<file path="config.mk">
export PLATFORM = sky130hd
export DESIGN_NAME = seq_mult_ctrl
export DESIGN_NICKNAME = d
export VERILOG_FILES = /design/src/rtl/seq_mult_pkg.sv /design/src/rtl/seq_mult_dp.sv /design/src/rtl/seq_mult_ctrl.sv
export SDC_FILE = /design/constraint.sdc
export NUM_CORES = 1
export LEC_CHECK = 0
export ABC_AREA = 1
export CAP_MARGIN = 25
export CORE_ASPECT_RATIO = 0.75
export CORE_MARGIN = 2
export CORE_UTILIZATION = 55
export DETAILED_ROUTE_END_ITERATION = 12
export PLACE_DENSITY = 0.86
export SYNTH_ARGS = -nofsm -noshare
export SYNTH_HDL_FRONTEND = slang
export SYNTH_SLANG_ARGS = --single-unit
</file>
<file path="constraint.sdc">
create_clock -name clk -period 2.3 [get_ports clk]
set_clock_uncertainty 0.1 [all_clocks]
set_input_delay 0.345 -clock clk [delete_from_list [all_inputs] [get_ports clk]]
set_output_delay 0.345 -clock clk [all_outputs]
set_load 0.01 [all_outputs]
</file>
<file path="src/rtl/seq_mult_pkg.sv">
// seq_mult_pkg: shared state encoding and width helpers for the shift-add multiplier.
// Revision 1.0 - initial release
`default_nettype none

package seq_mult_pkg;

   localparam int STATE_W = 2;

   typedef enum logic [STATE_W-1:0] {
      IDLE = 2'b00,
      CALC = 2'b01,
      DONE = 2'b10
   } state_t;

   function automatic int calc_cw(input int n);
      return $clog2(n + 1);
   endfunction

endpackage

`default_nettype wire

</file>
<file path="src/rtl/seq_mult_dp.sv">
// seq_mult_dp: operand/accumulator registers, N+1-bit adder and step counter.
// Revision 1.0 - initial release
`default_nettype none

module seq_mult_dp #(
   parameter int N  = 6,
   parameter int CW = 3
) (
   input  logic           clk,
   input  logic           reset,
   input  logic           ld_i,
   input  logic           step_i,
   input  logic [N-1:0]   a_i,
   input  logic [N-1:0]   b_i,
   output logic           last_o,
   output logic [2*N-1:0] p_next_o
);

   logic [N-1:0]  a_q;
   logic [2*N:0]  p_q;
   logic [CW-1:0] cnt_q;
   logic [N:0]    upper;

   // Upper half is N+1 bits wide so the adder carry survives into the shift.
   always_comb begin
      upper = p_q[2*N:N];
      if (p_q[0]) begin
         upper = p_q[2*N:N] + {1'b0, a_q};
      end
   end

   assign p_next_o = {upper, p_q[N-1:1]};
   assign last_o   = (cnt_q == CW'(N - 1));

   always_ff @(posedge clk) begin
      if (reset) begin
         a_q   <= '0;
         p_q   <= '0;
         cnt_q <= '0;
      end else if (ld_i) begin
         a_q   <= a_i;
         p_q   <= {{(N+1){1'b0}}, b_i};
         cnt_q <= '0;
      end else if (step_i) begin
         p_q   <= {1'b0, p_next_o};
         cnt_q <= cnt_q + CW'(1);
      end
   end

endmodule

`default_nettype wire

</file>
<file path="src/rtl/seq_mult_ctrl.sv">
// seq_mult_ctrl: FSM sequencing the shift-add datapath plus the product holding register.
// Revision 1.0 - initial release
`default_nettype none

module seq_mult_ctrl
   import seq_mult_pkg::*;
#(
   parameter int N = 6
) (
   input  logic           clk,
   input  logic           reset,
   input  logic           start,
   input  logic           abort,
   input  logic [N-1:0]   a,
   input  logic [N-1:0]   b,
   output logic           busy,
   output logic           done,
   output logic [2*N-1:0] product,
   output logic [1:0]     state_o
);

   localparam int CW = calc_cw(N);

   state_t         state_q, state_d;
   logic           ld, step, last;
   logic [2*N-1:0] p_next;
   logic [2*N-1:0] product_q;

   seq_mult_dp #(
      .N  (N),
      .CW (CW)
   ) u_dp (
      .clk      (clk),
      .reset    (reset),
      .ld_i     (ld),
      .step_i   (step),
      .a_i      (a),
      .b_i      (b),
      .last_o   (last),
      .p_next_o (p_next)
   );

   always_ff @(posedge clk) begin
      if (reset) begin
         state_q   <= IDLE;
         product_q <= '0;
      end else begin
         state_q <= state_d;
         if (step && last) begin
            product_q <= p_next;
         end
      end
   end

   // Abort outranks the step; the illegal encoding falls back to IDLE.
   always_comb begin
      state_d = IDLE;
      ld      = 1'b0;
      step    = 1'b0;
      case (state_q)
         IDLE: begin
            if (start) begin
               ld      = 1'b1;
               state_d = CALC;
            end
         end
         CALC: begin
            if (abort) begin
               state_d = IDLE;
            end else begin
               step    = 1'b1;
               state_d = last ? DONE : CALC;
            end
         end
         DONE:    state_d = IDLE;
         default: state_d = IDLE;
      endcase
   end

   assign busy    = (state_q == CALC) || (state_q == DONE);
   assign done    = (state_q == DONE);
   assign product = product_q;
   assign state_o = state_q;

endmodule

`default_nettype wire
</file>
### Metal 2

Scale: 6 px per um.
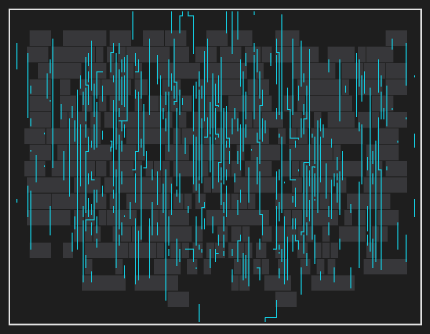
nets with wire on the layer: 217
share of all routed wire: 43%
wire length on this layer: 1530 um
longest straight run: 27.2 um

### Wires at chosen ports, followed through buffers

Scale: 6 px per um.
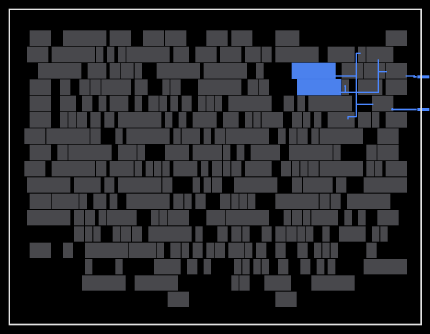
| port | colour | bits | direction | end cells | buffers | wire |
|---|---|---|---|---|---|---|
| state_o | blue | 2 | output | 2 | 2 | 39.6 um |
Ports: 32
port bufs: 31

==> Slide: Implementation Results <==
Key Metrics from the Run

Logic synthesis
  – Adder Area Share: around 9.2%
  – Top cells by area: dfxtp_1, ha_1, nand2_1, o21ai_0, a21oi_1
  – Yosys Warn Count: 0
  – Mux area share: 0%
  – Top non-seq family: simple AND/OR/NAND/NOR gates
  – Max-area cell share: 41.0%
  – Post-synth top flop: dfxtp_1
  – Sequential element share of the synthesized area: 41.0%
  – Xor/xnor share: less than 1%
  – Post-Synth Simple-Gate Area: 22.8%

Critical path
  – CP Class: reg2out
  – WP buf/inv: 2
  – WP data arrival: ~1.5 ns
  – Crit-path max FO: 3
  – Crit-path max cell delay: about 0.53 ns
  – CP startpoint: state_o[0]$_SDFF_PP0_
  – RR Endpoint: u_dp.p_q[7]$_SDFFE_PP0P_

Global routing
  – Met1 usage: 30.7%
  – Gr ovfl total: 0
  – Vias in the first global route: between 1000 and 1500
  – Initial antenna violation count: 0
  – Layer with the highest usage: met2

Min path
  – Worst Hold Class: reg2reg
  – Min-delay src: product[5]$_SDFFE_PP0P_
  – WHS Endpoint: product[5]$_SDFFE_PP0P_

Power and ir drop
  – Internal Power: around 0.9 mW
  – Switch share: roughly a quarter
  – Peak supply drop: 0.353 mV
  – Tot Pwr: ~1.2 mW

Clock network
  – CTS Hold Bufs: 0
  – CTS buffer count: 5
  – Clock Latency Late Sink: ~0.28 ns
  – Longest Clk Path Bufs: 2
  – Clock slew at reported path FFs: approximately 0.06 ns
  – Total setup buffers inserted after CTS: 0

Floorplanning
  – Die width: 68.4 um
  – Total core area: a little under 3000 um2
  – Rows: 17
  – Die Y-Extent: roughly 52 um
  – Well Taps: 38

Place
  – Post-DP HPWL: 2640 um
  – Total placed cells including tap cells: about 280
  – Setup WS pre-CTS: between 0.4 and 0.5 ns

Final layout
  – Final design utilization: between 70% and 80%
  – Sequential cell area share: ~34%
  – Most numerous logic cells after layout: dfxtp_1, nand2_1, clkdlybuf4s50_1
  – Top cell excl fill/tap: dfxtp_1
  – Flops: 35
  – MI comb cells: between 100 and 150
  – Fin cells: about 290
  – Layout filler cell count: around 270

Job
  – Max-capacitance violation count: 0

Timing
  – Fin crit share: ~85%
  – Final hold slack: 0.375 ns
  – Fin. Hold Viols: 0
  – RSZ-0062 raised after global routing: false

Status
  – Outcome: complete, no violations

Drt
  – M1 wire length: roughly 1700 um
  – Vias: approximately 1500
  – WL met3: 267 um
  – DRC: 0
  – Routed wire length per instance: approximately 12 um
power groups by stage:
stage	clock network [mW]	logic, mW	registers [mW]
2_1_floorplan	0	0.110	0.654
3_3_place_gp	0	0.153	0.659
3_5_place_dp	0	0.156	0.660
4_1_cts	0.396	0.157	0.647
5_1_grt	0.424	0.178	0.650
6_report	0.392	0.156	0.647
kinds of logic (layout without fill, tap and decap cells):
logic type,Yosys count,in the layout
AND/OR/NAND/NOR,83,83
flip-flops,35,35
buffers and inverters,34,66
AND-OR/OR-AND,53,53
adder cells (fa/ha/maj),12,12
XOR/XNOR,1,1
worst register-to-register path, cell delays in order, from the launching register on:
cell and delay, ns:
dfxtp_1 0.33, ha_1 0.23, fa_1 0.42, o21ai_0 0.22, o21ai_0 0.15, o21ai_0 0.18
inv_1 0.05
Power figures rest on the tool's default switching activity, not on a simulated workload.
